Run 1, wires at chosen ports, followed through buffers:
Scale: 6 px per micron.
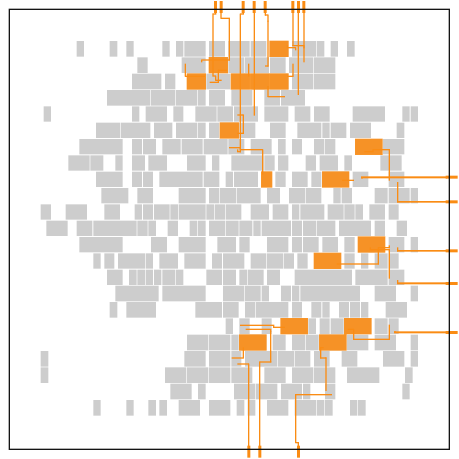
Run 1, placement view:
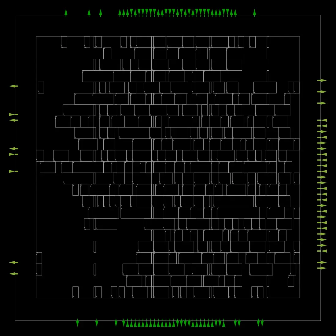
Run 1, metal layers overlaid:
Scale: 4 px per micron. Only two layers are drawn.
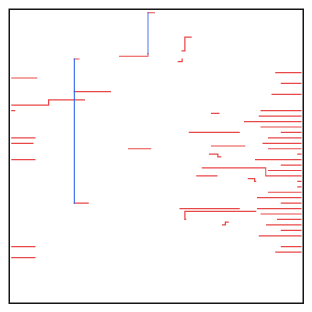
$ cat config.mk
export PLATFORM = sky130hd
export DESIGN_NAME = fetch_ctrl
export DESIGN_NICKNAME = d
export VERILOG_FILES = /design/src/rtl/fetch_ctrl.sv
export SDC_FILE = /design/constraint.sdc
export NUM_CORES = 1
export LEC_CHECK = 0
export CAP_MARGIN = 20
export CORE_MARGIN = 5
export CORE_UTILIZATION = 35
export CTS_BUF_LIST = sky130_fd_sc_hd__clkbuf_8
export DETAILED_ROUTE_END_ITERATION = 16
export GPL_TIMING_DRIVEN = 1
export HOLD_SLACK_MARGIN = 0.12
export PLACE_DENSITY = 0.86
export SETUP_SLACK_MARGIN = 0.4
export SLEW_MARGIN = 30
export SYNTH_ARGS = -nofsm -noshare
export SYNTH_HDL_FRONTEND = slang
export SYNTH_SLANG_ARGS = --single-unit
$ cat constraint.sdc
create_clock -name clk_i -period 4.11 [get_ports clk_i]
set_input_delay 1.0275 -clock clk_i [delete_from_list [all_inputs] [get_ports clk_i]]
set_output_delay 1.0275 -clock clk_i [all_outputs]
set_load 0.02 [all_outputs]
$ cat src/rtl/fetch_ctrl.sv
// fetch_ctrl: sequencing controller for the fetch stage.
// Each cycle it picks the value loaded into the PC flip-flop (sequential,
// hold or redirect). It also drives fetch-valid and flush into the F/D
// register, and tracks start-up, branch bubbles, halt and PC faults.
// Optional performance counters are built when FETCH_CTRL_PERF_EN is defined.
// Without that macro, stall_cnt_o and flush_cnt_o are tied to zero.

module fetch_ctrl #(
  parameter int REGI_SIZE   = 16,
  parameter int MEMO_LINES  = 64,
  parameter int FLUSH_DEPTH = 2
) (
  input  logic                 clk_i,
  input  logic                 rst_i,
  input  logic                 start_i,
  input  logic [REGI_SIZE-1:0] pc_i,
  input  logic [REGI_SIZE-1:0] pc_plus_i,
  input  logic                 stall_i,
  input  logic                 branch_taken_i,
  input  logic [REGI_SIZE-1:0] branch_target_i,
  input  logic                 halt_instr_i,
  output logic [REGI_SIZE-1:0] next_pc_o,
  output logic                 fetch_valid_o,
  output logic                 flush_o,
  output logic                 halted_o,
  output logic                 fault_o,
  output logic [15:0]          stall_cnt_o,
  output logic [15:0]          flush_cnt_o
);

  // One extra bit so that a MEMO_LINES equal to 2^REGI_SIZE still compares correctly.
  localparam logic [REGI_SIZE:0]   MEMO_LIMIT   = (REGI_SIZE+1)'(MEMO_LINES);
  localparam logic [REGI_SIZE-1:0] LAST_PC      = REGI_SIZE'(MEMO_LINES - 1);
  localparam logic [2:0]           FLUSH_RELOAD = 3'(FLUSH_DEPTH - 1);

  typedef enum logic [1:0] {
    S_IDLE,
    S_RUN,
    S_FLUSH,
    S_HALT
  } state_t;

  state_t     state;
  logic [2:0] flush_left;

  logic target_ok;
  logic pc_at_end;

  // Range checks shared by the output decode and the state machine.
  always_comb begin
    target_ok = ({1'b0, branch_target_i} < MEMO_LIMIT);
    pc_at_end = (pc_i == LAST_PC);
  end

  // Combinational fetch decisions, so the PC flip-flop updates on the same edge.
  // Reset forces the IDLE view of the outputs even before the state has cleared.
  always_comb begin
    next_pc_o     = pc_i;
    fetch_valid_o = 1'b0;
    flush_o       = 1'b0;
    if (rst_i) begin
      flush_o = 1'b1;
    end else begin
      case (state)
        S_IDLE: begin
          flush_o = 1'b1;
        end
        S_RUN: begin
          if (branch_taken_i) begin
            if (target_ok) begin
              next_pc_o = branch_target_i;
              flush_o   = 1'b1;
            end
          end else if (halt_instr_i || stall_i) begin
            next_pc_o = pc_i;
          end else if (pc_at_end) begin
            fetch_valid_o = 1'b1;
          end else begin
            next_pc_o     = pc_plus_i;
            fetch_valid_o = 1'b1;
          end
        end
        S_FLUSH: begin
          if (branch_taken_i) begin
            if (target_ok) begin
              next_pc_o = branch_target_i;
              flush_o   = 1'b1;
            end
          end else begin
            next_pc_o = pc_plus_i;
            flush_o   = 1'b1;
          end
        end
        S_HALT: begin
          next_pc_o = pc_i;
        end
        default: begin
          next_pc_o = pc_i;
        end
      endcase
    end
  end

  // Control state machine with the registered halt and sticky fault flags.
  always_ff @(posedge clk_i) begin
    if (rst_i) begin
      state      <= S_IDLE;
      flush_left <= 3'd0;
      halted_o   <= 1'b0;
      fault_o    <= 1'b0;
    end else if ((state == S_RUN || state == S_FLUSH) && branch_taken_i) begin
      if (target_ok) begin
        flush_left <= FLUSH_RELOAD;
        if (FLUSH_DEPTH > 1) begin
          state <= S_FLUSH;
        end else begin
          state <= S_RUN;
        end
      end else begin
        fault_o  <= 1'b1;
        halted_o <= 1'b1;
        state    <= S_HALT;
      end
    end else begin
      case (state)
        S_IDLE: begin
          if (start_i) begin
            state <= S_RUN;
          end
        end
        S_RUN: begin
          if (halt_instr_i) begin
            halted_o <= 1'b1;
            state    <= S_HALT;
          end else if (!stall_i && pc_at_end) begin
            fault_o  <= 1'b1;
            halted_o <= 1'b1;
            state    <= S_HALT;
          end
        end
        S_FLUSH: begin
          flush_left <= flush_left - 3'd1;
          if (flush_left <= 3'd1) begin
            state <= S_RUN;
          end
        end
        S_HALT: begin
          if (start_i) begin
            fault_o  <= 1'b0;
            halted_o <= 1'b0;
            state    <= S_RUN;
          end
        end
        default: begin
          state <= S_IDLE;
        end
      endcase
    end
  end

`ifdef FETCH_CTRL_PERF_EN
  logic [15:0] stall_cnt_q;
  logic [15:0] flush_cnt_q;
  logic        stall_win;

  // A stall only counts when no branch or halt outranks it in RUN.
  always_comb begin
    stall_win = (state == S_RUN) && !branch_taken_i && !halt_instr_i && stall_i;
  end

  // Saturating stall and bubble counters, cleared by reset.
  always_ff @(posedge clk_i) begin
    if (rst_i) begin
      stall_cnt_q <= 16'd0;
      flush_cnt_q <= 16'd0;
    end else begin
      if (stall_win && stall_cnt_q != 16'hFFFF) begin
        stall_cnt_q <= stall_cnt_q + 16'd1;
      end
      if (state != S_IDLE && flush_o && flush_cnt_q != 16'hFFFF) begin
        flush_cnt_q <= flush_cnt_q + 16'd1;
      end
    end
  end

  assign stall_cnt_o = stall_cnt_q;
  assign flush_cnt_o = flush_cnt_q;
`else
  assign stall_cnt_o = 16'd0;
  assign flush_cnt_o = 16'd0;
`endif

endmodule

==> qor.csv, run 1 <==
metric,value,unit
drt.antenna.violating_nets,0,
seq_area_frac_synth,0.101,
post_synth_main_logic_family,AND-OR/OR-AND gates,
cts.reportedPaths.clkPinSlew,0.04,ns
area.combinational,0.00117,sq mm
fp-row-count,23,
min_delay_path_depth,1,
fraction_of_standard_cell_area_in_multi_input_logic,0.503,
global_route.usage.met3,0.0234,
antenna_cells_inserted,0,
place.gp.congestion,0.857,
ys_sh_mux,0.0153,
grt-busiest-layer,met2,
crit_path_end,next_pc_o[12],
synth_cells,198,
synthTopCellsByArea,"sky130_fd_sc_hd__buf_4 (17%), sky130_fd_sc_hd__dfxtp_1 (10%), sky130_fd_sc_hd__o21ai_0 (7.5%), sky130_fd_sc_hd__ha_1 (5.4%), sky130_fd_sc_hd__a21oi_1 (5.0%)",
synth.avg_cell_area,7.04,sq um
most_common_library_cells_after_synthesis,"sky130_fd_sc_hd__buf_4 (32), sky130_fd_sc_hd__o21ai_0 (21), sky130_fd_sc_hd__nor2_1 (16), sky130_fd_sc_hd__a21oi_1 (14), sky130_fd_sc_hd__nand2_1 (14)",
swShare,0.472,
transition_at_the_pin_with_the_smallest_max_transition_slack,0.490,ns
die_w,73.1,microns
fraction_of_met2_tracks_used_by_global_routing,0.319,
dp_hpwl,3.91,mm
leakage,1.01,nW
irDropWorstVdd,0.000193,V
inverters_excl_clock,7,
critical_path_max_stage_delay,0.56,ns
critical-path-top-delay-family,AND-OR/OR-AND gates,
warnings,33,
grt_pass1_wl,7.41,mm
netlist_area,0.00139,sq mm
r2r-start,state[0],
synth.ff_latch_count,7,
cell_type_with_the_highest_aggregate_area_in_the_netlist,sky130_fd_sc_hd__buf_4,
ys_dominant_reg_cell,sky130_fd_sc_hd__dfxtp_1,
initialDrtViolationCount,158,
status,"finished, final reports clean",
worstHoldEndpoint,flush_left[2],
synthSimpleGateAreaFrac,0.173,
fin_worst_skew,0.00558,ns
global_route.usage.met1,0.208,
post_synthesis_cell_count_from_yosys,198,
## Picture notes: 'wires at chosen ports, followed through buffers'
[next_pc_o] orange | bits: 16 | direction: output | edge: 8 top, 5 right, 3 bottom | end cells: 16 | buffers: 16 | wire: 316 microns

## Picture notes: 'placement view'
area of the core region: 0.00394 sq mm
number of tapcells: 50

## Picture notes: 'metal layers overlaid'
[metal 4] blue | wire length: 46.2 microns
[metal 3] red | wire length: 392 microns
Post-Route WL: 5.03 mm
via count: 1,780
total global routing track utilization: 0.172
per-cell routed wire length: 14.7 microns

--- run 2 (diff from run 1) ---
--- a/config.mk
+++ b/config.mk
@@ -5,7 +5,7 @@
 export SDC_FILE = /design/constraint.sdc
 export NUM_CORES = 1
 export LEC_CHECK = 0
-export CAP_MARGIN = 20
+export CAP_MARGIN = 5
 export CORE_MARGIN = 5
 export CORE_UTILIZATION = 35
 export CTS_BUF_LIST = sky130_fd_sc_hd__clkbuf_8
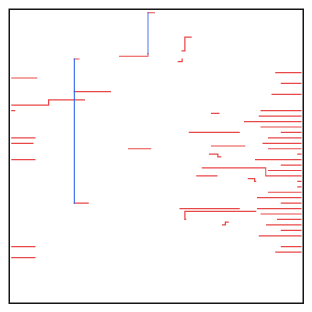
Run 2: metal layers overlaid
Scale: 4 px per micron. Only two layers are drawn.

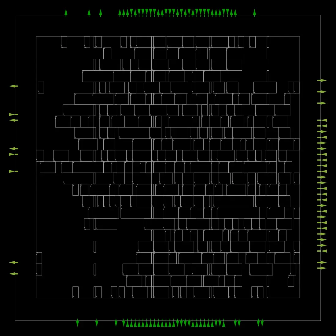
Run 2: placement view
cell row count: 23
count of filler cells inserted in the layout: 348
final core utilization: 0.592

==> qor.csv, run 2 <==
metric,value,unit,change
swShare,0.472,,unchanged
netlist_area,0.00139,sq mm,unchanged
crit_path_end_kind,primary output,,
grt-busiest-layer,met2,,
warnings,33,,unchanged
fraction_of_met2_tracks_used_by_global_routing,0.319,,unchanged
area.combinational,0.00117,sq mm,unchanged
post_synth_main_logic_family,AND-OR/OR-AND gates,,
placeableCoreArea,0.00394,sq mm,unchanged
post_synthesis_cell_count_from_yosys,198,,unchanged
synth.ff_latch_count,7,,unchanged
grt-ovfl-total,0,,
final_hold_viol_count,0,,
clk-power,0.0986,mW,
global_route.usage.met1,0.208,,unchanged
grt_pass1_wl,7.41,mm,unchanged
r2r-start,state[0],,
die_w,73.1,microns,unchanged
global_route.usage.met3,0.0234,,unchanged
ys_sh_mux,0.0153,,unchanged
status,"finished, final reports clean",,
place.gp.congestion,0.857,,unchanged
irDropWorstVdd,0.000193,V,unchanged
antenna_cells_inserted,0,,unchanged
critical_path_depth,8,,
vias,1780,,unchanged
critical_path_max_stage_delay,0.56,ns,about the same
critical-path-top-cell-by-count,sky130_fd_sc_hd__buf_6,,
worstHoldEndpoint,flush_left[2],,
die_h,73.1,microns,
critical-path-top-delay-family,AND-OR/OR-AND gates,,
synth_xor_xnor_area_share,0,,
route.final.wire_length,5.03,mm,unchanged
leakage,1.01,nW,unchanged
fin_worst_skew,0.00558,ns,unchanged
largest_register_ffs,3,,
biggestRegsByFlops,"flush_left x3, state x2",,
dp_hpwl,3.91,mm,unchanged
nWellTaps,50,,unchanged
synthSimpleGateAreaFrac,0.173,,unchanged
synth_cells,198,,unchanged
inverters_excl_clock,7,,unchanged
worstPathRequired,3.08,ns,
initialDrtViolationCount,158,,unchanged
synth.avg_cell_area,7.04,sq um,unchanged
crit_path_end,next_pc_o[12],,
ys_dominant_reg_cell,sky130_fd_sc_hd__dfxtp_1,,
routed_wire_length_per_instance,14.7,microns,unchanged
synthTopCellsByArea,"sky130_fd_sc_hd__buf_4 (17%), sky130_fd_sc_hd__dfxtp_1 (10%), sky130_fd_sc_hd__o21ai_0 (7.5%), sky130_fd_sc_hd__ha_1 (5.4%), sky130_fd_sc_hd__a21oi_1 (5.0%)",,
min_delay_path_depth,1,,unchanged
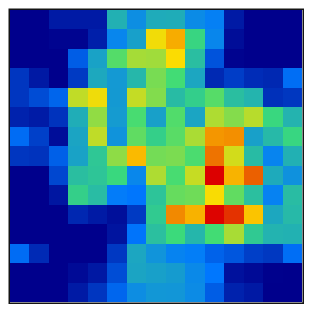
Run 2: routed metal per tile
Scale: 4 px per micron. 15 x 15 tiles, from dark blue (low) to red (high), scaled to the fullest tile. Values are wire area over tile area, all layers added.
nearly empty tiles: 20%
densest ninth of the die: middle right
emptiest ninth of the die: lower left

Power and IR drop assume default switching activity.
